run_1/met1.png
Drawn at 1 px/um. Supply wires on this layer in grey.
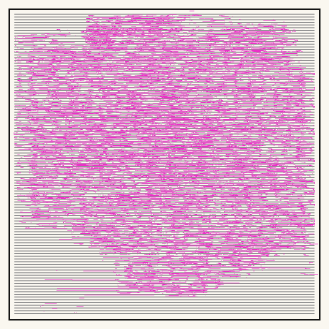
run_1/final_clocks.png
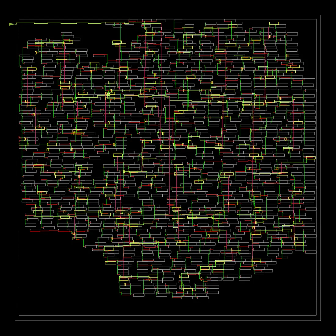
run_1/met3.png
Drawn at 1.5 px/um. Cells faint in the background.
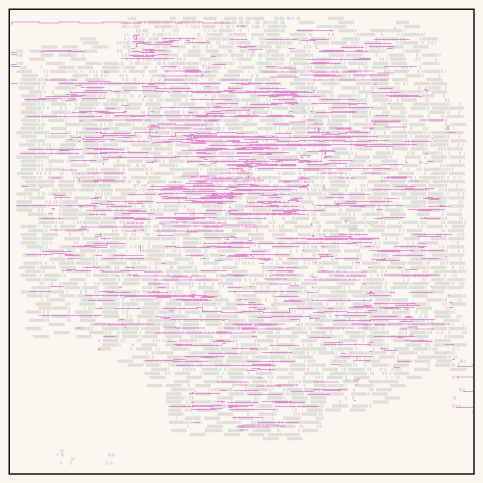
run_1/clock_map.png
Drawn at 1 px/um.
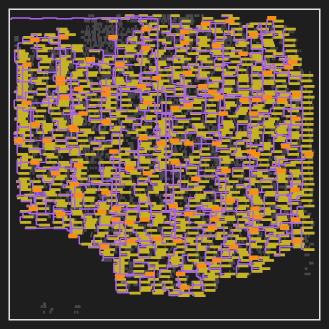
File: config.mk
export PLATFORM = sky130hd
export DESIGN_NAME = dct_zigzag_quant_flat
export DESIGN_NICKNAME = d
export VERILOG_FILES = /design/src/rtl/dct_zigzag_quant_pkg.sv /design/src/rtl/dct_zigzag_quant_if.sv /design/src/rtl/dct_zz_rom.sv /design/src/rtl/dct_zigzag_quant.sv /design/src/flat_wrapper.sv
export SDC_FILE = /design/constraint.sdc
export NUM_CORES = 1
export LEC_CHECK = 0
export ABC_AREA = 1
export CORE_MARGIN = 4
export CORE_UTILIZATION = 50
export CTS_BUF_LIST = sky130_fd_sc_hd__clkbuf_16
export CTS_CLUSTER_SIZE = 24
export DETAILED_ROUTE_END_ITERATION = 6
export PLACE_DENSITY = 0.66
export SLEW_MARGIN = 0
export SYNTH_ARGS = -nofsm -noshare
export SYNTH_HDL_FRONTEND = slang
export SYNTH_SLANG_ARGS = --single-unit
File: constraint.sdc
create_clock -name clk -period 5.9 [get_ports clk]
set_clock_uncertainty 0.05 [all_clocks]
set_input_delay 0.59 -clock clk [delete_from_list [all_inputs] [get_ports clk]]
set_output_delay 0.59 -clock clk [all_outputs]
set_load 0.005 [all_outputs]
File: src/rtl/dct_zigzag_quant_pkg.sv
`default_nettype none
// ============================================================================
// Module      : dct_pkg
// Description : Shared definitions for the DCT zigzag/quantizer block:
//               coefficient width, block size, state encoding, the JPEG
//               zigzag table (index -> row*8+col) and the quantizer shift.
// Revision    : 1.0 - initial release
// ============================================================================
package dct_pkg;

   localparam int COEF_W   = 16;
   localparam int BLK_SIZE = 64;

   typedef enum logic [0:0] {
      FILL  = 1'b0,
      DRAIN = 1'b1
   } state_e;

   // Index 0 is the leftmost entry, so the concatenation reads in zigzag order.
   localparam logic [0:63][5:0] ZZ_TABLE = {
      6'd0,  6'd1,  6'd8,  6'd16, 6'd9,  6'd2,  6'd3,  6'd10,
      6'd17, 6'd24, 6'd32, 6'd25, 6'd18, 6'd11, 6'd4,  6'd5,
      6'd12, 6'd19, 6'd26, 6'd33, 6'd40, 6'd48, 6'd41, 6'd34,
      6'd27, 6'd20, 6'd13, 6'd6,  6'd7,  6'd14, 6'd21, 6'd28,
      6'd35, 6'd42, 6'd49, 6'd56, 6'd57, 6'd50, 6'd43, 6'd36,
      6'd29, 6'd22, 6'd15, 6'd23, 6'd30, 6'd37, 6'd44, 6'd51,
      6'd58, 6'd59, 6'd52, 6'd45, 6'd38, 6'd31, 6'd39, 6'd46,
      6'd53, 6'd60, 6'd61, 6'd54, 6'd47, 6'd55, 6'd62, 6'd63
   };

   // Divide by 2^s truncating toward zero: a plain arithmetic shift rounds
   // negatives toward -inf, so negatives get a (2^s - 1) bias first.
   function automatic logic signed [COEF_W-1:0] quant_shift(
      input logic signed [COEF_W-1:0] v,
      input logic        [2:0]        s
   );
      logic signed [COEF_W-1:0] bias;
      bias = v[COEF_W-1] ? ((COEF_W'(1) << s) - COEF_W'(1)) : '0;
      return (v + bias) >>> s;
   endfunction

endpackage
`default_nettype wire

File: src/rtl/dct_zigzag_quant_if.sv
`default_nettype none
// ============================================================================
// Module      : dct_zigzag_quant_if
// Description : Streaming input/output handshake bundle of dct_zigzag_quant.
//               master = producer/consumer side, slave = the block itself.
// Signals     : in_valid/in_ready/in_data   - row-major coefficient input
//               out_valid/out_ready/out_data/out_idx/out_last - zigzag output
// Revision    : 1.0 - initial release
// ============================================================================
interface dct_zigzag_quant_if;

   logic                              in_valid;
   logic                              in_ready;
   logic signed [dct_pkg::COEF_W-1:0] in_data;
   logic                              out_valid;
   logic                              out_ready;
   logic signed [dct_pkg::COEF_W-1:0] out_data;
   logic        [5:0]                 out_idx;
   logic                              out_last;

   modport master (
      output in_valid, in_data, out_ready,
      input  in_ready, out_valid, out_data, out_idx, out_last
   );

   modport slave (
      input  in_valid, in_data, out_ready,
      output in_ready, out_valid, out_data, out_idx, out_last
   );

endinterface
`default_nettype wire

File: src/rtl/dct_zz_rom.sv
`default_nettype none
// ============================================================================
// Module      : dct_zz_rom
// Description : Combinational zigzag lookup, zigzag index -> {row, col}.
// Ports       : idx  in  6  zigzag index 0..63
//               row  out 3  source row
//               col  out 3  source column
// Revision    : 1.0 - initial release
// ============================================================================
module dct_zz_rom
   import dct_pkg::*;
(
   input  logic [5:0] idx,
   output logic [2:0] row,
   output logic [2:0] col
);

   logic [5:0] w_addr;

   assign w_addr = ZZ_TABLE[idx];
   assign row    = w_addr[5:3];
   assign col    = w_addr[2:0];

endmodule
`default_nettype wire

File: src/rtl/dct_zigzag_quant.sv
`default_nettype none
// ============================================================================
// Module      : dct_zigzag_quant
// Description : Buffers one 8x8 block of DCT coefficients arriving in
//               row-major order, then streams it out in JPEG zigzag order
//               through a two-stage (read, output) prefetching pipeline.
//               Optional quantizer: macro DCT_ZZ_QUANT_EN divides each
//               coefficient by 2^((row+col)>>1), truncating toward zero.
// Ports       : clk    in  1  clock, rising edge
//               rst_n  in  1  asynchronous active-low reset
//               flush  in  1  synchronous abort of the current block
//               bus    slave modport of dct_zigzag_quant_if
// Revision    : 1.0 - initial release
// ============================================================================
module dct_zigzag_quant
   import dct_pkg::*;
(
   input  logic                     clk,
   input  logic                     rst_n,
   input  logic                     flush,
   dct_zigzag_quant_if.slave        bus
);

   localparam logic [0:0] S_FILL  = FILL;
   localparam logic [0:0] S_DRAIN = DRAIN;

   logic        [COEF_W-1:0] r_mem [BLK_SIZE];
   logic        [0:0]        r_state;
   logic        [5:0]        r_wr_cnt;
   logic        [5:0]        r_rd_cnt;
   logic                     r_rd_done;

   // Read stage: holds one prefetched word so the output can run every cycle.
   logic                     r_s1_valid;
   logic signed [COEF_W-1:0] r_s1_data;
   logic        [5:0]        r_s1_idx;
`ifdef DCT_ZZ_QUANT_EN
   logic        [2:0]        r_s1_shift;
   logic        [3:0]        w_diag_sum;
`endif

   logic                     r_out_valid;
   logic signed [COEF_W-1:0] r_out_data;
   logic        [5:0]        r_out_idx;
   logic                     r_out_last;

   logic        [2:0]        w_row;
   logic        [2:0]        w_col;
   logic                     w_wr_en;
   logic                     w_out_adv;
   logic                     w_out_xfer;
   logic                     w_issue;

   dct_zz_rom u_rom (
      .idx (r_rd_cnt),
      .row (w_row),
      .col (w_col)
   );

   assign bus.in_ready  = (r_state == S_FILL);
   assign bus.out_valid = r_out_valid;
   assign bus.out_data  = r_out_data;
   assign bus.out_idx   = r_out_idx;
   assign bus.out_last  = r_out_last;

   assign w_wr_en    = bus.in_valid && bus.in_ready && !flush;
   assign w_out_xfer = r_out_valid && bus.out_ready;
   // Output register may load when empty or when its word leaves this cycle.
   assign w_out_adv  = !r_out_valid || bus.out_ready;
   // Fetch the next zigzag element whenever the read stage has room.
   assign w_issue    = (r_state == S_DRAIN) && !r_rd_done &&
                       (!r_s1_valid || w_out_adv);

`ifdef DCT_ZZ_QUANT_EN
   assign w_diag_sum = {1'b0, w_row} + {1'b0, w_col};
`endif

   // Storage is deliberately not reset.
   always_ff @(posedge clk) begin
      if (w_wr_en) begin
         r_mem[r_wr_cnt] <= bus.in_data;
      end
   end

   always_ff @(posedge clk or negedge rst_n) begin
      if (!rst_n) begin
         r_state     <= S_FILL;
         r_wr_cnt    <= '0;
         r_rd_cnt    <= '0;
         r_rd_done   <= 1'b0;
         r_s1_valid  <= 1'b0;
         r_s1_data   <= '0;
         r_s1_idx    <= '0;
`ifdef DCT_ZZ_QUANT_EN
         r_s1_shift  <= '0;
`endif
         r_out_valid <= 1'b0;
         r_out_data  <= '0;
         r_out_idx   <= '0;
         r_out_last  <= 1'b0;
      end else if (flush) begin
         r_state     <= S_FILL;
         r_wr_cnt    <= '0;
         r_rd_cnt    <= '0;
         r_rd_done   <= 1'b0;
         r_s1_valid  <= 1'b0;
         r_out_valid <= 1'b0;
      end else begin
         if (w_wr_en) begin
            r_wr_cnt <= r_wr_cnt + 6'd1;
            if (r_wr_cnt == 6'd63) begin
               r_state <= S_DRAIN;
            end
         end

         if (w_issue) begin
            r_s1_valid <= 1'b1;
            r_s1_data  <= r_mem[{w_row, w_col}];
            r_s1_idx   <= r_rd_cnt;
`ifdef DCT_ZZ_QUANT_EN
            r_s1_shift <= 3'(w_diag_sum >> 1);
`endif
            r_rd_cnt   <= r_rd_cnt + 6'd1;
            if (r_rd_cnt == 6'd63) begin
               r_rd_done <= 1'b1;
            end
         end else if (w_out_adv) begin
            r_s1_valid <= 1'b0;
         end

         if (w_out_adv) begin
            r_out_valid <= r_s1_valid;
            if (r_s1_valid) begin
`ifdef DCT_ZZ_QUANT_EN
               r_out_data <= quant_shift(r_s1_data, r_s1_shift);
`else
               r_out_data <= r_s1_data;
`endif
               r_out_idx  <= r_s1_idx;
               r_out_last <= (r_s1_idx == 6'd63);
            end
         end

         // Final word accepted: the read stage is already empty here.
         if (w_out_xfer && r_out_last) begin
            r_state   <= S_FILL;
            r_rd_done <= 1'b0;
         end
      end
   end

endmodule
`default_nettype wire

File: src/flat_wrapper.sv
// flat-port wrapper written by rule: the top's interface ports become plain ports
module dct_zigzag_quant_flat import dct_pkg::*;
  (clk, rst_n, flush, bus_in_valid, bus_in_data, bus_out_ready, bus_in_ready, bus_out_valid, bus_out_data, bus_out_idx, bus_out_last);
  dct_zigzag_quant_if bus_i ();
  input  logic clk;
  input  logic rst_n;
  input  logic flush;
  input wire logic [$bits(bus_i.in_valid)-1:0] bus_in_valid;
  input wire logic [$bits(bus_i.in_data)-1:0] bus_in_data;
  input wire logic [$bits(bus_i.out_ready)-1:0] bus_out_ready;
  output wire logic [$bits(bus_i.in_ready)-1:0] bus_in_ready;
  output wire logic [$bits(bus_i.out_valid)-1:0] bus_out_valid;
  output wire logic [$bits(bus_i.out_data)-1:0] bus_out_data;
  output wire logic [$bits(bus_i.out_idx)-1:0] bus_out_idx;
  output wire logic [$bits(bus_i.out_last)-1:0] bus_out_last;
  assign bus_i.in_valid = bus_in_valid;
  assign bus_i.in_data = bus_in_data;
  assign bus_i.out_ready = bus_out_ready;
  assign bus_in_ready = bus_i.in_ready;
  assign bus_out_valid = bus_i.out_valid;
  assign bus_out_data = bus_i.out_data;
  assign bus_out_idx = bus_i.out_idx;
  assign bus_out_last = bus_i.out_last;
  dct_zigzag_quant u_core (.clk(clk), .rst_n(rst_n), .flush(flush), .bus(bus_i));
endmodule
==> flow_metrics.tcl, run 1 <==
# yosys + openroad results
set metrics [dict create \
    status "finished clean" \
    clk_pin_slew_ps 60 \
    cap_violations 0 \
    rsz0062_at_grt "no" \
    p_sw_share_pct 20.4 \
    cts_tree "yes" \
    async_flop_share_pct 5.62 \
    cts-root-buf "clkbuf_16" \
    antenna_found_initial 0 \
    grt.total_usage_pct 26.3 \
    area_leaders "edfxtp_1 (68%), nand3_1 (17%), nand2_1 (5.6%)" \
    layout_top_cell "nand3_1" \
    cts_setup_buffers 0 \
    finalHoldViolations 0 \
    ys_types 33 \
    grt_max_degree 170 \
    drive_above_1_share_pct 7.56 \
    post-route-drc-count 0 \
    fp-utilization_pct 50.4 \
    first_pass_iters 6 \
    mux_area_share_pct 0 \
    tightest_slew_ps 1080 \
    fmax_mhz 226 \
    drt-total-wl_mm 127 \
    top_area_cell "edfxtp_1" \
    rows 110 \
    grt_pass1_vias 29500 \
    stdcell_count 5057 \
    p_clk_share_pct 42.6 \
    grt_pass1_wl_mm 189 \
    fin_area_um2 50000 \
    ys_seq_elements 1085 \
    chipWidth_um 309 \
    via_per_inst 6.17 \
    end_kind "register" \
    slew_violations 0 \
    avgSynthCellArea_um2 11.9 \
    synth_cells 3806 \
    place_area_um2 46600 \
    synthSimpleGateAreaFrac_pct 23.5 \
    warning_count 56 \
    critPathKind "reg -> reg" \
    setup_violations 0 \
    synth.net_count 3843 \
    drtAntennaViolNets 0 \
    internal_power_uw 12200 \
    final_cell_mix "nand3_1 (1544), edfxtp_1 (1024), nand2_1 (673), clkbuf_16 (110), buf_4 (104)" \
    dieArea_um2 95400 \
    cts_resized 0 \
]
Back to the opening pictures, met1.png:
main direction: horizontal
share of all routed wire: 40%

Back to the opening pictures, final_clocks.png:
Clock buffer cells: 110
clk_lat worst skew: 680 ps
total CTS buffers: 107

Back to the opening pictures, met3.png:
share of all routed wire: 9.0%
longest straight run: 112 um
main direction: horizontal
wire length on this layer: 11500 um

Back to the opening pictures, clock_map.png:
[orange] cells driving clock nets | count: 107
[purple] clock wires | length: 12100 um
[yellow] flip-flops | count: 1085
routed clock nets: 108
flops lie: all over the die

-- run 1: area by class of cell --
class	count	area (um2)
inverter	40	161
tap	1176	1470
multi-input combinational	2392	11300
timing repair buffer	165	1470
sequential	1085	32300
antenna	3	7.51
clock inverter	86	584
fill	7352	39900
clock buffer	110	2750
-- run 1: kinds of logic (layout without fill, tap and decap cells) --
kind of cell / count (synthesis) / in the layout
compound gates: 61 / 61
xor+xnor: 2 / 2
fa+ha+maj: 16 / 16
buf+inv: 329 / 401
flops: 1085 / 1085
other cells: 0 / 3
simple gates: 2313 / 2313
-- run 1: path summary, 6_finish.rpt --
| path | startpoint | end | slack, ps | depth (start not counted) |
|---|---|---|---|---|
| worst max-delay path | u_core.r_rd_cnt[1]$_DFFE_PN0P_ | u_core.r_s1_data[9]$_DFFE_PN0P_ | 1470 | 17 |
| worst min-delay path | rst_n | u_core.bus.out_idx[0]$_DFFE_PN0P_ | 50 | 2 |
| worst max register to register | u_core.r_rd_cnt[1]$_DFFE_PN0P_ | u_core.r_s1_data[9]$_DFFE_PN0P_ | 1470 | 17 |
| worst min register to register | u_core.bus.out_data[4]$_DFFE_PN0P_ | u_core.bus.out_data[4]$_DFFE_PN0P_ | 440 | 2 |
| max in group asynchronous | rst_n | u_core.r_s1_data[1]$_DFFE_PN0P_ | 5130 | 2 |
| min in group clk | u_core.bus.out_data[4]$_DFFE_PN0P_ | u_core.bus.out_data[4]$_DFFE_PN0P_ | 440 | 2 |
-- run 1: flip-flops by register name (all words and copies together) (netlist names) --
name and count:
u_core.bus.out_last 1, u_core.bus.out_idx 6, u_core.r_s1_idx 6, u_core.r_s1_data 16
u_core.r_rd_done 1, u_core.r_mem 1024, u_core.r_s1_valid 1, u_core.bus.out_valid 1
u_core.r_wr_cnt 6, u_core.bus.out_data 16, u_core.r_rd_cnt 6, u_core.r_state 1
-- run 1: per-layer routing --
| metal | track usage, % | vias to the layer above | wire length (um) |
|---|---|---|---|
| met3 | 4.42 | 252 | 11500 |
| li1 | - | 13900 | - |
| met1 | 36.9 | 15400 | 50400 |
| met4 | 9.52 | 0 | 4810 |
| met5 | 0 | - | 0 |
| met2 | 42.1 | 1659 | 60600 |
-- run 1: worst max-delay path, cell delays in order, from the launching register on --
cell	delay, ps
dfrtp_1	550
inv_1	240
ha_1	400
inv_1	100
nand2_1	110
nand2_1	70
nand2_1	60
nand2_1	120
nand2_8	380
buf_12	520
nand3_1	170
nand3_1	140
nand3_1	90
nand3_1	200
nand3_1	340
nand3_1	320
nand3_1	100
nand2_1	60
-- run 1: power groups by stage --
stage / sequential [uW] / combinational [uW] / clock (uW)
final: 8510 / 265 / 6520
after global routing: 8510 / 283 / 6910
after CTS: 8510 / 264 / 6570
after detailed placement: 8670 / 264 / 0
after global placement: 8670 / 259 / 0
after floorplan: 8650 / 52.6 / 0
-- run 1: cells in the mapped netlist, drive strengths merged, types with 3 or more instances --
library cell and instances:
nand3 1545, edfxtp 1024, nand2 677, buf 263
nor2 86, dfrtp 61, inv 38, o21ai 27
clkbuf 26, a21oi 17, ha 16, o22ai 5
a31oi 3, nor3 3
run_1/density.png
Drawn at 1 px/um. The die is cut into 31 by 31 equal tiles; white is low, dark blue is high, 0 to 100% covered.
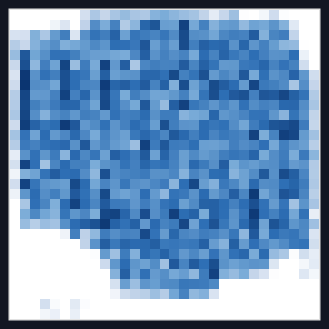

==> run 2: changes to the inputs <==
==> constraint.sdc (replaced) <==
create_clock -name clk -period 4.3 [get_ports clk]
set_clock_uncertainty 0.05 [all_clocks]
set_input_delay 0.43 -clock clk [delete_from_list [all_inputs] [get_ports clk]]
set_output_delay 0.43 -clock clk [all_outputs]
set_load 0.005 [all_outputs]
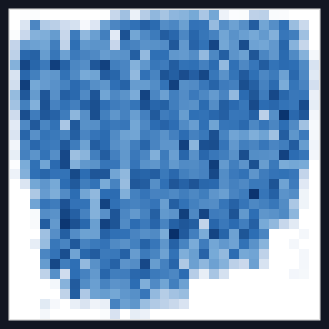
run_2/density.png
Drawn at 1 px/um. The die is cut into 31 by 31 equal tiles; white is low, dark blue is high, 0 to 100% covered.
tiles over 75% full: 20%
emptiest ninth of the die: lower right
nearly empty tiles: 16%
mean over tiles: 51%
fullest tile: 100%

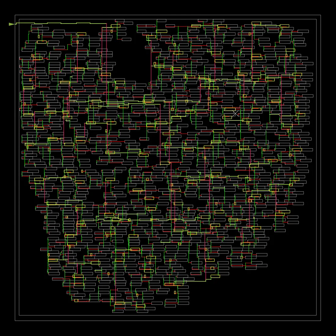
run_2/final_clocks.png
clock net sink count: 1085
Clock buffer cells: 111
total CTS buffers: 109
flop count: 1085
clk_lat worst skew: 700 ps

==> flow_metrics.tcl, run 2 <==
# yosys + openroad results
set metrics [dict create \
    status "finished with violations" \
    violations "design-rule violations" \
    path_cells "inv_1, ha_1, inv_1, nand2_1, nand2_1, nand2_1, nand2_1, nand2_8, nand2_8, buf_12, buf_12, nand2_1, nand3_1, nand3_1, nand3_1, nand3_1, nand3_1, nand3_1, nand2_1" \
    critPathKind "reg -> reg" \
    grt_pass1_wl_mm 192 \
    final_min_period_over_clock_period_pct 94.6 \
    post-route-drc-count 1 \
    cts-root-buf "clkbuf_16" \
    drt_iter0_markers 4614 \
    r2r-start "u_core.r_rd_cnt[1]$_DFFE_PN0P_" \
    internal_power_uw 16800 \
    drive_above_1_share_pct 8.47 \
    slew_violations 0 \
    ys_types 33 \
    fp-utilization_pct 50.4 \
    critical-path-max-stage-delay_ps 530 \
    final_cell_mix "nand3_1 (1544), edfxtp_1 (1024), nand2_1 (673), buf_4 (122), clkbuf_16 (111)" \
    fin_area_um2 50500 \
    first_pass_iters 7 \
    end_kind "register" \
    yosysMostFrequentCell "nand3_1" \
    setup_violations 0 \
    cap_violations 0 \
    holdPathStages 1 \
    antenna_found_initial 1 \
    n_antenna_cell 0 \
    rsz0062_at_grt "no" \
    fillCellCount 7316 \
    warning_count 50 \
    top_area_cell "edfxtp_1" \
    min_to "u_core.r_mem[14][3]$_DFFE_PP_" \
    clk_pin_slew_ps 60 \
    area_leaders "edfxtp_1 (68%), nand3_1 (17%), nand2_1 (5.6%)" \
    synth.net_count 3843 \
    synth_cells 3806 \
    drt-total-wl_mm 129 \
    top_register "u_core.r_mem" \
    dieArea_um2 95400 \
    ys_seq_elements 1085 \
    via_per_inst 6.20 \
    min_from "bus_in_data[3]" \
    grt_pass1_vias 29400 \
    synthSimpleGateAreaFrac_pct 23.5 \
    mux_area_share_pct 0 \
    tightest_slew_ps 1340 \
    worst_r2r_endpoint "u_core.r_s1_data[15]$_DFFE_PN0P_" \
    cts_tree "yes" \
    cpMaxStageDelayCell "dfrtp_1" \
    grt_max_degree 129 \
    largest_reg_flops 1024 \
    crit_buf_inv 4 \
    syn-cell-area_um2 45300 \
    drtAntennaViolNets 0 \
    start_kind "register" \
    cts_resized 0 \
    finalHoldViolations 0 \
    hpwl_mm 73.0 \
    coreArea_um2 89900 \
    grt.total_usage_pct 26.7 \
    layout_top_cell "nand3_1" \
    reg2regPathDepth 19 \
    p_clk_share_pct 42.9 \
    top_cells_by_count "nand3_1 (1545), edfxtp_1 (1024), nand2_1 (675)" \
    fmax_mhz 246 \
    place_area_um2 47100 \
    avgSynthCellArea_um2 11.9 \
    min_period_ps 4070 \
    r2r_slack_ps 230 \
]
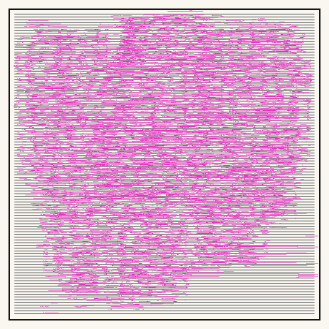
run_2/met1.png
Drawn at 1 px/um. Supply wires on this layer in grey.
longest straight run: 86.5 um
wire length on this layer: 51.6 mm
share of all routed wire: 40%
nets with wire on the layer: 3561

==> run 2: cells by family (layout without fill, tap and decap cells) <==
logic type / Yosys count / after routing
flip-flops: 1085 / 1085
buffers and inverters: 329 / 441
adder cells (fa/ha/maj): 16 / 16
AND/OR/NAND/NOR: 2313 / 2313
AND-OR/OR-AND: 61 / 61
XOR/XNOR: 2 / 2
==> run 2: cell type report <==
cell class	instances	area (um2)	share of cell area, %
repair buffers	200	1930	3.82
well taps	1176	1470	2.91
flip-flops and latches	1085	32300	63.9
clock inverters	90	634	1.26
clock buffers	111	2780	5.50
inverters	40	160	0.317
multi-input cells	2392	11300	22.3
==> run 2: worst max-delay path by stage <==
stage          cells after the start                      startpoint                          endpoint  slack [ps]
2_1_floorplan                     20  u_core.r_rd_cnt[0]$_DFFE_PN0P_   u_core.r_s1_data[5]$_DFFE_PN0P_        1720
3_3_place_gp                      19  u_core.r_rd_cnt[1]$_DFFE_PN0P_   u_core.r_s1_data[1]$_DFFE_PN0P_         420
3_5_place_dp                      19  u_core.r_rd_cnt[1]$_DFFE_PN0P_  u_core.r_s1_data[15]$_DFFE_PN0P_         380
4_1_cts                           19  u_core.r_rd_cnt[1]$_DFFE_PN0P_  u_core.r_s1_data[15]$_DFFE_PN0P_         370
5_1_grt                           19  u_core.r_rd_cnt[1]$_DFFE_PN0P_  u_core.r_s1_data[15]$_DFFE_PN0P_          30
6_report                          19  u_core.r_rd_cnt[1]$_DFFE_PN0P_  u_core.r_s1_data[15]$_DFFE_PN0P_         230
==> run 2: repair_timing <==
| item | CTS | global route |
|---|---|---|
| hold endpoints to repair | 37 | 0 |
| hold buffers | 1 | 0 |
| setup buffers | 0 | 0 |
==> run 2: worst reg2reg max path, cell delays in order (launching register included) <==
cell and delay (ps):
dfrtp_1 530, inv_1 250, ha_1 380, inv_1 130
nand2_1 110, nand2_1 100, nand2_1 50, nand2_1 140
nand2_8 200, nand2_8 360, buf_12 240, buf_12 260
nand2_1 100, nand3_1 70, nand3_1 110, nand3_1 180
nand3_1 230, nand3_1 350, nand3_1 110, nand2_1 70
==> run 2: layer usage <==
metal  vias up  track usage [%]  share of wire [%]
met5         -                0                  0
met4         0             8.74                3.5
met3       241             4.20                 10
met2      1858             41.2                 46
met1     15500             39.3                 40
li1      14000                -                  -
==> run 2: power groups by stage <==
stage / Sequential [uW] / Clock, uW / Combinational, uW
floorplan: 11900 / 0 / 72.2
global placement: 11900 / 0 / 359
detailed placement: 11900 / 0 / 368
CTS: 11700 / 9150 / 369
global route: 11700 / 9610 / 394
finish: 11700 / 9060 / 369
==> run 2: metrics by stage <==
step,util (%),setup WS [ps],hold slack (ps),instances
5_1_grt,56.2,25.5,162,5094
3_5_place_dp,52.4,377,420,4892
6_report,56.2,230,168,5094
3_3_place_gp,52.4,421,417,4892
4_1_cts,56.2,366,138,5094
2_1_floorplan,-,1720,84.4,3806
Power and IR drop assume default switching activity.
